Run 1, met1 routing:
Scale bar: 20 µm. Cells faint in the background.
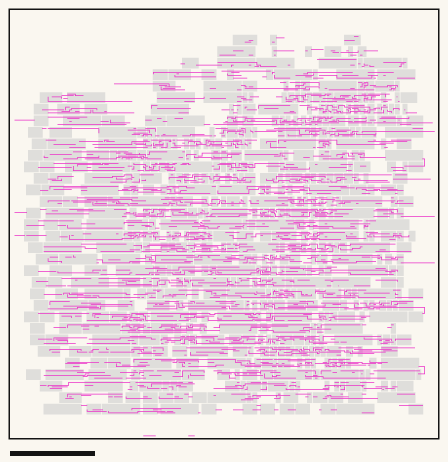
Run 1, the metal 2 layer:
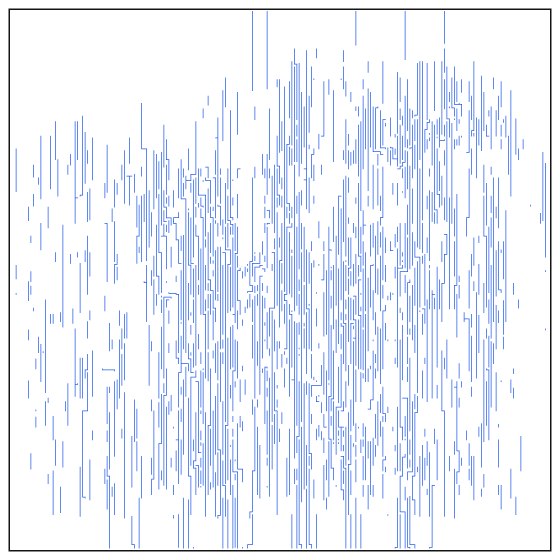
Run 1, metal 3:
Scale bar: 20 µm.
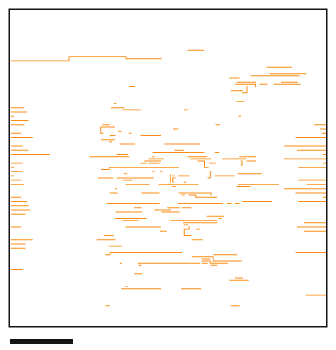
File: src/rtl/mcp49x1_dac_sequencer.sv
// Multi-channel MCP49x1 (8/10/12-bit) DAC sequencer: on each sample_clk rising edge, snapshots all channels
// and streams them over a shared SCK/MOSI bus, one active-low chip select per enabled channel.
module mcp49x1_dac_sequencer #(
    parameter int NUM_CH  = 6,
    parameter int DATA_W  = 10,
    parameter int SCK_DIV = 4,
    parameter int CS_GAP  = 4,
    parameter bit BUF     = 1'b0,
    parameter bit GA_N    = 1'b1
) (
    input  logic                     clk,
    input  logic                     reset_n,
    input  logic                     sample_clk,
    input  logic [NUM_CH*DATA_W-1:0] data_in,
    input  logic [NUM_CH-1:0]        ch_enable,
    input  logic                     overrun_clr,
    output logic                     SCK_PIN,
    output logic                     MOSI_PIN,
    output logic [NUM_CH-1:0]        CS_PIN,
    output logic                     busy,
    output logic                     frame_done,
    output logic                     overrun
);
    // state  | meaning
    // IDLE   | waiting for a sample_clk rising edge
    // SELECT | pick lowest pending enabled channel, or finish
    // SETUP  | CS low, SCK low, first data bit on MOSI
    // SHIFT  | 16 SCK periods, MOSI changes on falling SCK
    // GAP    | all CS high between channels
    // DONE   | frame_done pulse; can also accept the next trigger
    localparam int CNT_MAX = (SCK_DIV > CS_GAP) ? SCK_DIV : CS_GAP;
    localparam int CNT_W   = $clog2(CNT_MAX + 1);
    localparam int CH_W    = (NUM_CH > 1) ? $clog2(NUM_CH) : 1;

    generate
        if (!(DATA_W == 8 || DATA_W == 10 || DATA_W == 12)) begin : g_bad_data_w
            $error("mcp49x1_dac_sequencer: DATA_W must be 8, 10 or 12");
        end
    endgenerate

    typedef enum logic [2:0] {
        S_IDLE,
        S_SELECT,
        S_SETUP,
        S_SHIFT,
        S_GAP,
        S_DONE
    } state_t;

    state_t              state;
    logic                sclk_prev;
    logic [DATA_W-1:0]   data_snap [NUM_CH];
    logic [NUM_CH-1:0]   pend;
    logic [15:0]         word;
    logic [3:0]          bit_idx;
    logic [CNT_W-1:0]    cnt;

    logic                trig;
    logic                accept;
    logic                found;
    logic [CH_W-1:0]     sel;
    logic [11:0]         sel_data;
    logic [15:0]         sel_word;

    assign trig   = sample_clk & ~sclk_prev;
    assign accept = (state == S_IDLE) || (state == S_DONE);

    always_comb begin
        found = 1'b0;
        sel   = '0;
        for (int k = NUM_CH - 1; k >= 0; k--) begin
            if (pend[k]) begin
                found = 1'b1;
                sel   = CH_W'(k);
            end
        end
    end

    // Sample is left-justified into the 12-bit data field; unused LSBs are zero.
    assign sel_data = 12'(data_snap[sel]) << (12 - DATA_W);
    assign sel_word = {1'b0, BUF, GA_N, 1'b1, sel_data};

    always_ff @(posedge clk or negedge reset_n) begin
        if (!reset_n) begin
            state      <= S_IDLE;
            sclk_prev  <= 1'b0;
            pend       <= '0;
            word       <= '0;
            bit_idx    <= '0;
            cnt        <= '0;
            SCK_PIN    <= 1'b0;
            MOSI_PIN   <= 1'b0;
            CS_PIN     <= '1;
            busy       <= 1'b0;
            frame_done <= 1'b0;
            overrun    <= 1'b0;
            for (int k = 0; k < NUM_CH; k++) data_snap[k] <= '0;
        end else begin
            sclk_prev <= sample_clk;

            if (trig && !accept) overrun <= 1'b1;
            else if (overrun_clr) overrun <= 1'b0;

            if (trig && accept) begin
                pend <= ch_enable;
                for (int k = 0; k < NUM_CH; k++) data_snap[k] <= data_in[k*DATA_W +: DATA_W];
            end

            case (state)
                S_IDLE: begin
                    if (trig) begin
                        state <= S_SELECT;
                        busy  <= 1'b1;
                    end
                end
                S_SELECT: begin
                    if (found) begin
                        state     <= S_SETUP;
                        CS_PIN    <= ~(NUM_CH'(1) << sel);
                        SCK_PIN   <= 1'b0;
                        word      <= sel_word;
                        MOSI_PIN  <= sel_word[15];
                        pend[sel] <= 1'b0;
                        cnt       <= CNT_W'(SCK_DIV - 1);
                    end else begin
                        state      <= S_DONE;
                        frame_done <= 1'b1;
                        busy       <= 1'b0;
                    end
                end
                S_SETUP: begin
                    if (cnt == '0) begin
                        state   <= S_SHIFT;
                        SCK_PIN <= 1'b1;
                        bit_idx <= 4'd15;
                        cnt     <= CNT_W'(SCK_DIV - 1);
                    end else begin
                        cnt <= cnt - 1'b1;
                    end
                end
                S_SHIFT: begin
                    if (cnt != '0) begin
                        cnt <= cnt - 1'b1;
                    end else if (SCK_PIN) begin
                        SCK_PIN <= 1'b0;
                        cnt     <= CNT_W'(SCK_DIV - 1);
                        if (bit_idx != 4'd0) MOSI_PIN <= word[bit_idx - 4'd1];
                    end else if (bit_idx == 4'd0) begin
                        // Low phase after the last bit doubles as CS hold time.
                        state    <= S_GAP;
                        CS_PIN   <= '1;
                        MOSI_PIN <= 1'b0;
                        cnt      <= CNT_W'(CS_GAP - 1);
                    end else begin
                        bit_idx <= bit_idx - 4'd1;
                        SCK_PIN <= 1'b1;
                        cnt     <= CNT_W'(SCK_DIV - 1);
                    end
                end
                S_GAP: begin
                    if (cnt == '0) state <= S_SELECT;
                    else cnt <= cnt - 1'b1;
                end
                S_DONE: begin
                    frame_done <= 1'b0;
                    if (trig) begin
                        state <= S_SELECT;
                        busy  <= 1'b1;
                    end else begin
                        state <= S_IDLE;
                    end
                end
                default: state <= S_IDLE;
            endcase
        end
    end
endmodule
File: config.mk
export PLATFORM = sky130hd
export DESIGN_NAME = mcp49x1_dac_sequencer
export DESIGN_NICKNAME = d
export VERILOG_FILES = /design/src/rtl/mcp49x1_dac_sequencer.sv
export SDC_FILE = /design/constraint.sdc
export NUM_CORES = 1
export LEC_CHECK = 0
export ABC_AREA = 1
export CAP_MARGIN = 0
export CORE_MARGIN = 3
export CORE_UTILIZATION = 55
export CTS_BUF_LIST = sky130_fd_sc_hd__clkbuf_2 sky130_fd_sc_hd__clkbuf_4 sky130_fd_sc_hd__clkbuf_8
export CTS_CLUSTER_SIZE = 20
export DETAILED_ROUTE_END_ITERATION = 7
export GPL_TIMING_DRIVEN = 0
export PLACE_DENSITY = 0.87
export RECOVER_POWER = 50
export SETUP_SLACK_MARGIN = 0.02
export SLEW_MARGIN = 20
export SYNTH_ARGS = -nofsm -noshare
export SYNTH_HDL_FRONTEND = slang
export SYNTH_SLANG_ARGS = --single-unit
File: constraint.sdc
create_clock -name clk -period 1.7 [get_ports clk]
set_input_delay 0.425 -clock clk [delete_from_list [all_inputs] [get_ports clk]]
set_output_delay 0.425 -clock clk [all_outputs]
set_load 0.05 [all_outputs]
==> flow_summary.json, run 1 <==
{
  "holdPathStages": 2,
  "ys_cells": 531,
  "drt-initial-drc-count": 392,
  "ys_sh_adder": 0.00758,
  "drc": 0,
  "synth.area.top_cells": "dfrtp_1 (47%), mux2_4 (12%), nand3_1 (6.7%)",
  "setup_viol": 0,
  "post-route-util": 0.745,
  "layout_top_cells": "dfrtp_1 (88), clkdlybuf4s50_1 (68), nand2_1 (67), nor2_1 (67), nand3_1 (62)",
  "required_ns": 1.96,
  "worstRegToRegCells": 9,
  "r2r-start": "pend[3]",
  "startpoint_type": "register",
  "hp-start": "word[12]",
  "end_kind": "register",
  "status": "complete, no violations",
  "clock.fmax_ghz": 0.601,
  "syn_avg_cell_area_um2": 9.33,
  "place.detailed.hpwl_mm": 8.86,
  "layout.cells.most_common": "dfrtp_1",
  "topCombFamilyByArea": "simple AND/OR/NAND/NOR gates",
  "diodes": 0,
  "grt_pass1_wl_mm": 19.9,
  "wl_met1_mm": 5.22,
  "instances_no_fill": 743,
  "flop_cell": "dfrtp_1",
  "holdPathEnd": "word[12]",
  "path_depth": 9,
  "async_flop_share": 1.00,
  "grt_busiest_layer": "met2",
  "worstSetupPathType": "reg2reg",
  "yosys.area.top_type": "dfrtp_1",
  "nNetsFinal": 706,
  "finalMaxSlewViolations": 0,
  "antenna_found_initial": 0,
  "top_register": "data_snap"
}
## Picture notes: 'met1 routing'
- longest straight run: 26.7 µm
- share of all routed wire: 40%
- main direction: horizontal
- wire length on this layer: 5220 µm
met1 usage: 0.328
routed vias: 4320
WL final: 13.0 mm

## Picture notes: 'the metal 2 layer'
- main direction: vertical
- longest straight run: 38.2 µm
met2 Use GR: 0.407

## Picture notes: 'metal 3'
- main direction: horizontal
- share of all routed wire: 7.1%
- nets with wire on the layer: 132
M3 GR Usage: 0.0464

[run 1: power groups by stage]
stage | Combinational [mW] | Sequential (mW) | Clock, mW
5_1_grt | 0.255 | 2.36 | 1.47
4_1_cts | 0.243 | 2.36 | 1.37
3_5_place_dp | 0.241 | 2.40 | 0
6_report | 0.235 | 2.36 | 1.36
3_3_place_gp | 0.228 | 2.41 | 0
2_1_floorplan | 0.00826 | 2.41 | 0
[run 1: layout make-up]
cell class / count / area (µm²)
flip-flops and latches: 99 / 2490
multi-input cells: 351 / 2260
fillers: 548 / 2160
repair buffers: 92 / 855
inverters: 56 / 213
plain buffers: 24 / 188
clock buffers: 11 / 139
well taps: 105 / 131
clock inverters: 5 / 30.0
Run 1, the clock network:
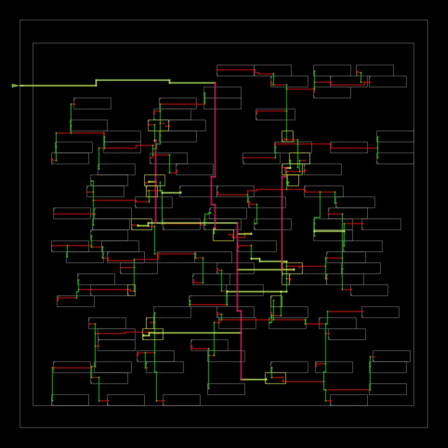

--- run 2 (diff from run 1) ---
Settings changed: CORE_UTILIZATION 55 to 40, CTS_CLUSTER_DIAMETER from default to 120, PLACE_DENSITY 0.87 to default.
Run 2, the clock network:
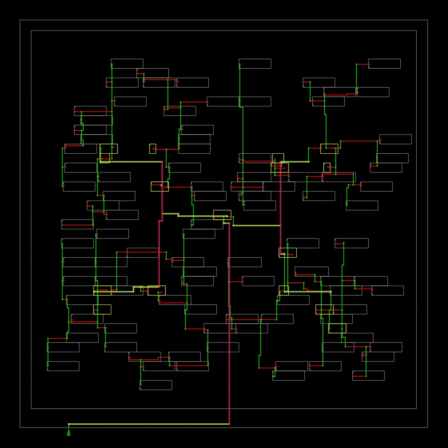
clock tree sinks: 99
Worst-Skew Late Latency: 0.37 ns
Setup Skew: 0.0128 ns
Clk. pwr: 1.42 mW

==> run 2 against run 1 <==
Against the previous run:
- global-route usage fell by 6.9 points
- die size rose by 35%
- total power rose by 1.4%
- critical path depth fell by 8
- setup slack improved by 0.026 ns
- synthesized cell count did not move
- highest routed layer unchanged
==> flow_summary.json, run 2 <==
{
  "status": "complete, no violations",
  "clkCellAreaFrac": 0.0291,
  "required_ns": 1.27,
  "worstRegToRegCells": 9,
  "post-route-util": 0.527,
  "drc": 0,
  "logic_area_mm2": 0.00224,
  "globalRouteMet1Util": 0.251,
  "path_depth": 1,
  "hp-start": "word[12]",
  "flop_cell": "dfrtp_1",
  "ys_cells": 531,
  "sh_seq_area": 0.392,
  "r2r-start": "pend[3]",
  "async_flop_share": 1.00,
  "fillers": 1119,
  "antenna_found_initial": 0,
  "layout_top_cells": "dfrtp_1 (89), nor2_1 (69), clkdlybuf4s50_1 (68)",
  "grt_use_met2": 0.285,
  "ys_sh_adder": 0.00758,
  "drt-initial-drc-count": 250,
  "grt_pass1_wl_mm": 19.0,
  "setup_viol": 0,
  "nClkBuffers": 12,
  "holdPathStages": 2,
  "nNonClkInverters": 56,
  "synth.area.top_cells": "dfrtp_1 (47%), mux2_4 (12%), nand3_1 (6.7%)",
  "taps": 168,
  "comb_share": 0.352,
  "nNetsFinal": 704,
  "flop-count": 99,
  "startpoint_type": "register",
  "layout.cells.most_common": "dfrtp_1",
  "worstSetupPathType": "reg2out",
  "diodes": 0,
  "end_kind": "output pin",
  "top_register": "data_snap",
  "instances_no_fill": 804,
  "topCombFamilyByArea": "simple AND/OR/NAND/NOR gates",
  "holdPathEnd": "word[12]",
  "nNonClkBuffers": 114,
  "yosys.area.top_type": "dfrtp_1",
  "regArea_mm2": 0.00249,
  "syn_avg_cell_area_um2": 9.33,
  "num-multi-input-gates": 351
}
Run 2, metal 3:
Scale bar: 20 µm.
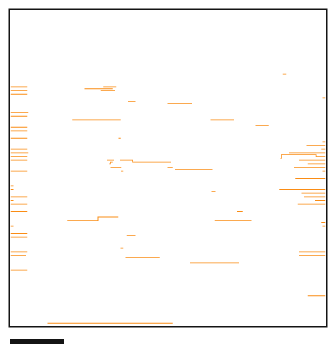
- share of all routed wire: 4.2%
- wire length on this layer: 499 µm
- longest straight run: 46.2 µm
- nets with wire on the layer: 62
- main direction: horizontal
M3 GR Usage: 0.0308
WL final: 11.8 mm
routed vias: 3902

[run 2: cell counts after synthesis]
No cell type changed its count.
[run 2: report_power, final]
group          internal, mW  total (mW)  switching, mW
Clock                 0.627        1.42          0.790
Sequential             2.36        2.36        0.00192
Combinational         0.151       0.236         0.0856
Total                  3.13        4.01          0.878
[run 2: what timing repair did]
item                                   CTS  global route
pin swaps                                3             6
endpoints found under the hold margin   14             0
buffers inserted                         2             5
resized                                 56            55
cloned                                   0             0
setup endpoints to repair              102            95
hold buffers                             1             0
[run 2: metal layers]
layer / up-vias / part of all wire / routed length, µm
met1: 1844 / 0.48 / 5600
met2: 87 / 0.47 / 5480
li1: 1958 / - / -
met3: 13 / 0.042 / 498
met5: - / 0 / 0
met4: 0 / 0.017 / 199
Power and IR drop assume default switching activity.
